[src/rtl/hfg_rect_accum.sv]
// Weighted multi-rectangle Haar feature accumulator: rectangle sum, weighting,
// per-feature accumulation and signed threshold decision, valid/ready on both sides.
module hfg_rect_accum #(
  parameter int DATA_W   = 21,
  parameter int WEIGHT_W = 4,
  parameter int MAX_RECT = 3
) (
  input  logic                                iClk,
  input  logic                                iReset_n,
  input  logic                                iValid,
  output logic                                oReady,
  input  logic [DATA_W-1:0]                   iA,
  input  logic [DATA_W-1:0]                   iB,
  input  logic [DATA_W-1:0]                   iC,
  input  logic [DATA_W-1:0]                   iD,
  input  logic signed [WEIGHT_W-1:0]          iWeight,
  input  logic                                iLast,
  input  logic signed [DATA_W+WEIGHT_W+2:0]   iThresh,
  output logic                                oValid,
  input  logic                                iReady,
  output logic signed [DATA_W+WEIGHT_W+2:0]   oSum,
  output logic                                oAbove,
  output logic                                oErr
);

  localparam int ACC_W  = DATA_W + WEIGHT_W + 3;
  localparam int PROD_W = DATA_W + WEIGHT_W + 1;
  localparam int CNT_W  = $clog2(MAX_RECT + 1);
  localparam logic [CNT_W-1:0] LAST_CNT = CNT_W'(MAX_RECT - 1);

  typedef enum logic [1:0] {
    ST_ACCUM = 2'd0,
    ST_DRAIN = 2'd1,
    ST_HOLD  = 2'd2
  } state_t;

  state_t                     r_state;
  state_t                     w_state_next;
  logic                       r_ready;
  logic [CNT_W-1:0]           r_cnt;
  logic [DATA_W-1:0]          r_rect;
  logic signed [WEIGHT_W-1:0] r_weight;
  logic signed [ACC_W-1:0]    r_thresh;
  logic                       r_force;
  logic                       r_first;
  logic                       r_s1_valid;
  logic signed [ACC_W-1:0]    r_acc;
  logic                       r_valid;
  logic signed [ACC_W-1:0]    r_sum;
  logic                       r_above;
  logic                       r_err;

  logic                       w_accept;
  logic                       w_force;
  logic                       w_is_last;
  logic [DATA_W-1:0]          w_rect;
  logic signed [PROD_W-1:0]   w_prod;
  logic signed [ACC_W-1:0]    w_prod_ext;
  logic                       w_load;
  logic                       w_release;

  // The MAX_RECT-th beat without iLast closes the feature as a truncated one.
  assign w_accept   = iValid && r_ready;
  assign w_force    = !iLast && (r_cnt == LAST_CNT);
  assign w_is_last  = iLast || w_force;
  assign w_rect     = (iD + iA) - (iB + iC);
  assign w_prod     = PROD_W'($signed({1'b0, r_rect})) * PROD_W'(r_weight);
  assign w_prod_ext = ACC_W'(w_prod);

  // FSM state register
  always_ff @(posedge iClk) begin
    if (!iReset_n) begin
      r_state <= ST_ACCUM;
      r_ready <= 1'b1;
    end else begin
      r_state <= w_state_next;
      r_ready <= (w_state_next == ST_ACCUM);
    end
  end

  // FSM next-state logic
  always_comb begin
    w_state_next = r_state;
    case (r_state)
      ST_ACCUM: begin
        if (w_accept && w_is_last) w_state_next = ST_DRAIN;
        else                       w_state_next = ST_ACCUM;
      end
      ST_DRAIN: begin
        if (!r_s1_valid) w_state_next = ST_HOLD;
        else             w_state_next = ST_DRAIN;
      end
      ST_HOLD: begin
        if (iReady) w_state_next = ST_ACCUM;
        else        w_state_next = ST_HOLD;
      end
      default: w_state_next = ST_ACCUM;
    endcase
  end

  // FSM output decode: result load once stage 2 has drained, release on handshake
  always_comb begin
    w_load    = 1'b0;
    w_release = 1'b0;
    case (r_state)
      ST_ACCUM: begin
        w_load    = 1'b0;
        w_release = 1'b0;
      end
      ST_DRAIN: w_load    = !r_s1_valid;
      ST_HOLD:  w_release = iReady;
      default: begin
        w_load    = 1'b0;
        w_release = 1'b0;
      end
    endcase
  end

  // Stage 1: rectangle sum and side-band capture on accept
  always_ff @(posedge iClk) begin
    if (!iReset_n) begin
      r_s1_valid <= 1'b0;
      r_rect     <= {DATA_W{1'b0}};
      r_weight   <= {WEIGHT_W{1'b0}};
      r_thresh   <= {ACC_W{1'b0}};
      r_force    <= 1'b0;
      r_first    <= 1'b0;
    end else if (w_accept) begin
      r_s1_valid <= 1'b1;
      r_rect     <= w_rect;
      r_weight   <= iWeight;
      r_first    <= (r_cnt == {CNT_W{1'b0}});
      if (w_is_last) begin
        r_thresh <= iThresh;
        r_force  <= w_force;
      end else begin
        r_thresh <= r_thresh;
        r_force  <= r_force;
      end
    end else begin
      r_s1_valid <= 1'b0;
    end
  end

  // Rectangle counter for the feature in flight
  always_ff @(posedge iClk) begin
    if (!iReset_n) begin
      r_cnt <= {CNT_W{1'b0}};
    end else if (w_release) begin
      r_cnt <= {CNT_W{1'b0}};
    end else if (w_accept) begin
      r_cnt <= r_cnt + CNT_W'(1);
    end else begin
      r_cnt <= r_cnt;
    end
  end

  // Stage 2: weighted accumulation, restarting on the first rectangle
  always_ff @(posedge iClk) begin
    if (!iReset_n) begin
      r_acc <= {ACC_W{1'b0}};
    end else if (r_s1_valid) begin
      r_acc <= (r_first ? {ACC_W{1'b0}} : r_acc) + w_prod_ext;
    end else begin
      r_acc <= r_acc;
    end
  end

  // Result registers held stable until the downstream handshake
  always_ff @(posedge iClk) begin
    if (!iReset_n) begin
      r_valid <= 1'b0;
      r_sum   <= {ACC_W{1'b0}};
      r_above <= 1'b0;
      r_err   <= 1'b0;
    end else if (w_load) begin
      r_valid <= 1'b1;
      r_sum   <= r_acc;
      r_above <= (r_acc >= r_thresh);
      r_err   <= r_force;
    end else if (w_release) begin
      r_valid <= 1'b0;
    end else begin
      r_valid <= r_valid;
    end
  end

  assign oReady = r_ready;
  assign oValid = r_valid;
  assign oSum   = r_sum;
  assign oAbove = r_above;
  assign oErr   = r_err;

endmodule

[config.mk]
export PLATFORM = sky130hd
export DESIGN_NAME = hfg_rect_accum
export DESIGN_NICKNAME = d
export VERILOG_FILES = /design/src/rtl/hfg_rect_accum.sv
export SDC_FILE = /design/constraint.sdc
export NUM_CORES = 1
export LEC_CHECK = 0
export CORE_ASPECT_RATIO = 2
export CORE_MARGIN = 1.5
export CORE_UTILIZATION = 50
export DETAILED_ROUTE_END_ITERATION = 10
export DONT_BUFFER_PORTS = 1
export PLACE_DENSITY = 0.76
export SLEW_MARGIN = 10
export SYNTH_ARGS = -nofsm -noshare
export SYNTH_HDL_FRONTEND = slang
export SYNTH_SLANG_ARGS = --single-unit
export TNS_END_PERCENT = 30
[constraint.sdc]
create_clock -name iClk -period 11.4 [get_ports iClk]
set_clock_uncertainty 0.1 [all_clocks]
set_input_delay 2.28 -clock iClk [delete_from_list [all_inputs] [get_ports iClk]]
set_output_delay 2.28 -clock iClk [all_outputs]
set_load 0.1 [all_outputs]
Figure 1. Floorplan with the power grid (run 1).
Scale bar: 20 um. Pins as bars on the die edge.
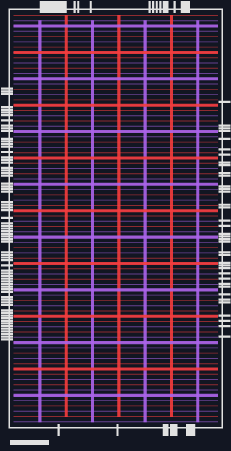
color	net
purple	VSS
red	VDD
met4 straps	7
signal pins	153
met1 rails	78
met5 straps	15
rows	77
Die Span Y: 215 um
area of the core region: 22,100 um2
worst-case vdd ir drop: 0.151 mV

Figure 2. Cell classes on the final placement (run 1).
Fill, decap, tap and diode cells in gray.
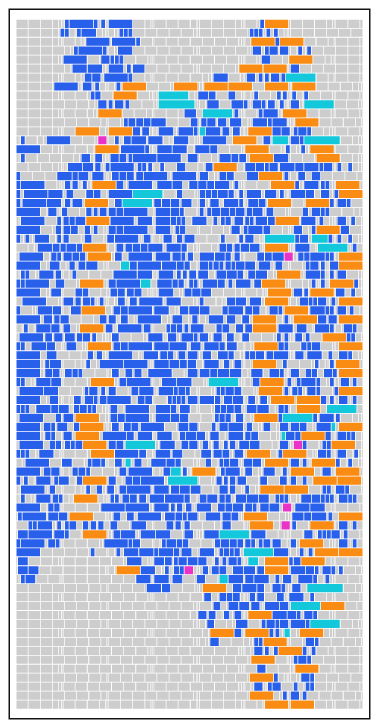
color	class	cells	share of their area
orange	registers	120	21%
magenta	remaining buffers and delay cells	6	0.39%
cyan	clock drivers and dummy loads	32	5.2%
blue	remaining logic cells	1,144	74%

Figure 3. Routed clock nets over the placement (run 1).
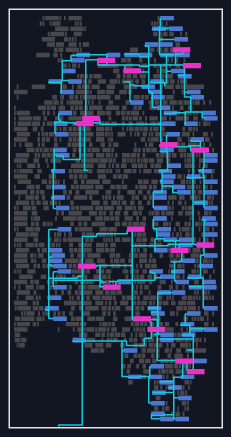
[cyan] clock wires | length: 1,770 um
[magenta] clock-net drivers | count: 17
[blue] flip-flops | count: 120
flops lie	spread over the die

Figure 4. Routed metal, one color a layer (run 1).
Scale bar: 20 um. Two of the layers only.
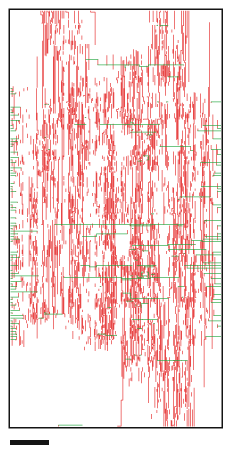
color	layer	wire length
green	M3	1,000 um
red	M2	12,700 um
final wirelength: 23,600 um
average wire per standard cell: 15.0 um
routed via count: 8,848
combined global-route utilization of all metal layers: 20.9%

==> report_table.html, run 1 <==
<h2>Synthesis and place &amp; route</h2>
<table>
<tr><th>Metric</th><th>Value</th></tr>
<tr><th colspan="2">Setup path</th></tr>
<tr><td>Worst Reg2Reg Path Length in Cells</td><td>25</td></tr>
<tr><td>Worst EP required</td><td>~12 ns</td></tr>
<tr><td>Flop-to-flop setup slack</td><td>4.74 ns</td></tr>
<tr><td>Crit Path Class</td><td>flip-flop to flip-flop</td></tr>
<tr><td>Largest driver fanout on the critical path</td><td>22</td></tr>
<tr><td>Launch instance of the worst register-to-register path</td><td>r_weight[2]</td></tr>
<tr><th colspan="2">Clock network</th></tr>
<tr><td>Bufs on Longest Clock Path</td><td>2</td></tr>
<tr><td>CTS H-tree lvls</td><td>4</td></tr>
<tr><td>Resized cells post-CTS</td><td>0</td></tr>
<tr><td>CTS sink cnt</td><td>between 100 and 150</td></tr>
<tr><td>Clock tree from TritonCTS</td><td>yes</td></tr>
<tr><th colspan="2">Final timing</th></tr>
<tr><td>Rel. slew slack</td><td>29.7%</td></tr>
<tr><td>Clock period minus final worst setup slack</td><td>6.66 ns</td></tr>
<tr><td>Actual transition at the worst max-transition pin</td><td>around 1.1 ns</td></tr>
<tr><td>Hold Fails Final Rpt</td><td>0</td></tr>
<tr><td>Setup slack of the critical path after layout</td><td>4.74 ns</td></tr>
<tr><th colspan="2">Placement</th></tr>
<tr><td>Placement-stage cell area</td><td>11,400 um2</td></tr>
<tr><td>Pre-CTS setup slack</td><td>4.77 ns</td></tr>
<tr><td>Number of port buffers</td><td>0</td></tr>
<tr><th colspan="2">Synth</th></tr>
<tr><td>Number of nets produced by synthesis</td><td>about 1,600</td></tr>
<tr><td>Yosys stat area</td><td>around 11,000 um2</td></tr>
<tr><td>MUX area fraction</td><td>between 1.5 and 2%</td></tr>
<tr><td>Largest cells by area</td><td>dfxtp_1, ha_1, fa_1</td></tr>
<tr><td>Count of instantiated cells in the yosys netlist</td><td>1,317</td></tr>
<tr><th colspan="2">Detailed routing</th></tr>
<tr><td>Top Layer Used</td><td>met4</td></tr>
<tr><td>Number of DRC violations after detailed-routing iteration 0</td><td>between 300 and 400</td></tr>
<tr><td>TritonRoute pass-1 iters</td><td>5</td></tr>
<tr><th colspan="2">Run status</th></tr>
<tr><td>Outcome</td><td>finished clean</td></tr>
<tr><th colspan="2">Cells and area</th></tr>
<tr><td>Fin cells</td><td>between 1,500 and 2,000</td></tr>
<tr><td>Final cell area excluding filler cells</td><td>12,000 um2</td></tr>
<tr><th colspan="2">Floorplanning</th></tr>
<tr><td>Starting density of the core</td><td>between 50% and 60%</td></tr>
<tr><td>Number of rows created at floorplan</td><td>approximately 77</td></tr>
<tr><th colspan="2">Pwr</th></tr>
<tr><td>Power drawn by the combinational cells</td><td>approximately 600 uW</td></tr>
<tr><td>Sequential Power</td><td>511 uW</td></tr>
<tr><th colspan="2">Job</th></tr>
<tr><td>Number of logged tool warnings</td><td>29</td></tr>
<tr><td>Max Cap Viol</td><td>0</td></tr>
<tr><th colspan="2">Worst hold path</th></tr>
<tr><td>Cell depth of the worst hold path</td><td>2</td></tr>
<tr><td>Hold Crit Class</td><td>flip-flop to flip-flop</td></tr>
</table>
-- run 1: layer usage --
metal | vias to the layer above | track usage (%)
li1 | 4418 | -
met4 | 0 | 9.30
met1 | 4169 | 21.9
met3 | 45 | 3.15
met5 | - | 0
met2 | 216 | 39.5
-- run 1: registers in the layout, summed over array words and instances, names as in the netlist, 2 cells and up --
signal	count
r_rect	21
oSum	28
r_thresh	28
r_cnt	2
r_weight	4
r_state	2
r_acc	28
-- run 1: cell type report --
| cell class | instances | share of cell area [%] |
|---|---|---|
| Clock buffer | 21 | 3.83 |
| Clock inverter | 11 | 1.22 |
| Inverter | 95 | 2.96 |
| Multi-Input combinational cell | 1049 | 68.8 |
| Sequential cell | 120 | 20.0 |
| Tap cell | 276 | 2.87 |
| Timing Repair Buffer | 6 | 0.374 |
Figure 5. Clock nets (run 1).
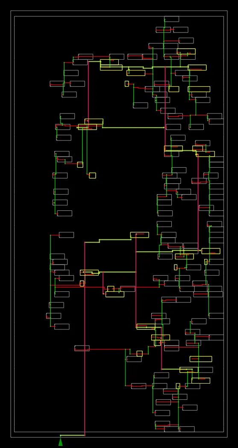

==> run 2, diff against run 1 <==
==> constraint.sdc (replaced) <==
create_clock -name iClk -period 6.6 [get_ports iClk]
set_clock_uncertainty 0.1 [all_clocks]
set_input_delay 1.32 -clock iClk [delete_from_list [all_inputs] [get_ports iClk]]
set_output_delay 1.32 -clock iClk [all_outputs]
set_load 0.1 [all_outputs]
Figure 6. Clock nets (run 2).
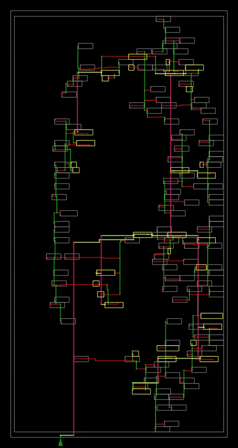
clock buf count: 19
Seq Cell Count: 120
power dissipated in the clock network: 922 uW
total CTS buffers: 17
Clock Latency Late Sink: 0.43 ns

==> run 2 against run 1 <==
  * Sequential cell count stayed put
  * Sequential share of layout area hardly changed
  * Global-route usage about the same
  * Cell area about the same
  * Worst setup slack worse by 4.3 ns
  * Synthesized cell count unchanged
  * Power is 70% higher
  * Register-to-register slack worse by 4.3 ns
  * Critical endpoint is now r_acc[20]
  * Largest cell class unchanged
  * Largest power group unchanged
==> report_table.html, run 2 <==
<h2>Synthesis and place &amp; route</h2>
<table>
<tr><th>Metric</th><th>Value</th></tr>
<tr><th colspan="2">Run status</th></tr>
<tr><td>Outcome</td><td>finished clean</td></tr>
<tr><th colspan="2">Worst hold path</th></tr>
<tr><td>Cell depth of the worst hold path</td><td>2</td></tr>
<tr><td>Hold Crit Class</td><td>flip-flop to flip-flop</td></tr>
<tr><th colspan="2">Synth</th></tr>
<tr><td>Count of instantiated cells in the yosys netlist</td><td>about 1,300</td></tr>
<tr><td>Number of nets produced by synthesis</td><td>roughly 1,600</td></tr>
<tr><td>Yosys stat area</td><td>roughly 11,000 um2</td></tr>
<tr><td>Largest cells by area</td><td>dfxtp_1, ha_1, fa_1</td></tr>
<tr><th colspan="2">Pwr</th></tr>
<tr><td>Worst-case vdd ir drop</td><td>~0.24 mV</td></tr>
<tr><td>Power drawn by the combinational cells</td><td>a little over 1000 uW</td></tr>
<tr><th colspan="2">Setup path</th></tr>
<tr><td>Worst EP required</td><td>a little under 7 ns</td></tr>
<tr><td>Flop-to-flop setup slack</td><td>approximately 0.47 ns</td></tr>
<tr><td>Crit Path Class</td><td>flip-flop to flip-flop</td></tr>
<tr><td>Largest driver fanout on the critical path</td><td>23</td></tr>
<tr><td>Worst Reg2Reg Path Length in Cells</td><td>23</td></tr>
<tr><td>Launch instance of the worst register-to-register path</td><td>r_weight[3]</td></tr>
<tr><th colspan="2">Detailed routing</th></tr>
<tr><td>Number of DRC violations after detailed-routing iteration 0</td><td>approximately 320</td></tr>
<tr><td>Final wirelength</td><td>approximately 24,000 um</td></tr>
<tr><td>Average wire per standard cell</td><td>approximately 15 um</td></tr>
<tr><td>TritonRoute pass-1 iters</td><td>7</td></tr>
<tr><td>Routed via count</td><td>8,802</td></tr>
<tr><th colspan="2">Final timing</th></tr>
<tr><td>Clock period minus final worst setup slack</td><td>6.13 ns</td></tr>
<tr><td>Hold Fails Final Rpt</td><td>0</td></tr>
<tr><td>Actual transition at the worst max-transition pin</td><td>between 1 and 1.5 ns</td></tr>
<tr><td>Setup slack of the critical path after layout</td><td>around 0.47 ns</td></tr>
<tr><td>Rel. slew slack</td><td>a little over a fifth</td></tr>
<tr><th colspan="2">Clock network</th></tr>
<tr><td>Resized cells post-CTS</td><td>0</td></tr>
<tr><td>Bufs on Longest Clock Path</td><td>2</td></tr>
<tr><td>CTS H-tree lvls</td><td>4</td></tr>
<tr><th colspan="2">Cells and area</th></tr>
<tr><td>Final cell area excluding filler cells</td><td>about 12,000 um2</td></tr>
<tr><th colspan="2">Job</th></tr>
<tr><td>Number of logged tool warnings</td><td>29</td></tr>
<tr><td>Max Cap Viol</td><td>0</td></tr>
<tr><th colspan="2">Floorplanning</th></tr>
<tr><td>Area of the core region</td><td>roughly 22,000 um2</td></tr>
<tr><td>Starting density of the core</td><td>roughly half</td></tr>
<tr><td>Number of rows created at floorplan</td><td>around 77</td></tr>
<tr><th colspan="2">Placement</th></tr>
<tr><td>Number of port buffers</td><td>0</td></tr>
<tr><td>Pre-CTS setup slack</td><td>about 0.14 ns</td></tr>
</table>
Figure 7. Routed clock nets over the placement (run 2).
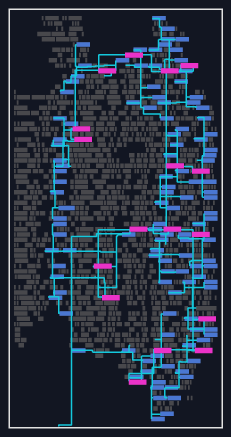
[magenta] clock-net drivers | count: 17
[blue] flip-flops | count: 120
[cyan] clock wires | length: 1,740 um
routed clock nets	18

## run 2: cell families (layout without fill, tap and decap cells)
family	count (synthesis)	in the layout	share of synthesized area, %
simple gates	462	462	20.5
compound gates	305	305	18.6
fa+ha+maj	209	209	28.6
buf+inv	148	136	5.01
flops	120	120	21.4
xor+xnor	55	55	4.29
mux	18	18	1.60
## run 2: layer usage
layer	vias up	global-route usage (%)	share of wire, %
met5	-	0	0
met4	0	10.4	3.6
met3	53	3.34	3.1
met2	193	39.3	54
met1	4136	21.5	39
li1	4420	-	-
## run 2: area by class of cell
class / count / share of cell area (%)
multi-input cells: 1049 / 68.8
inverters: 95 / 2.96
flip-flops and latches: 120 / 20.0
clock buffers: 19 / 3.68
repair buffers: 9 / 0.561
clock inverters: 13 / 1.20
well taps: 276 / 2.87
Power figures rest on the tool's default switching activity, not on a simulated workload.
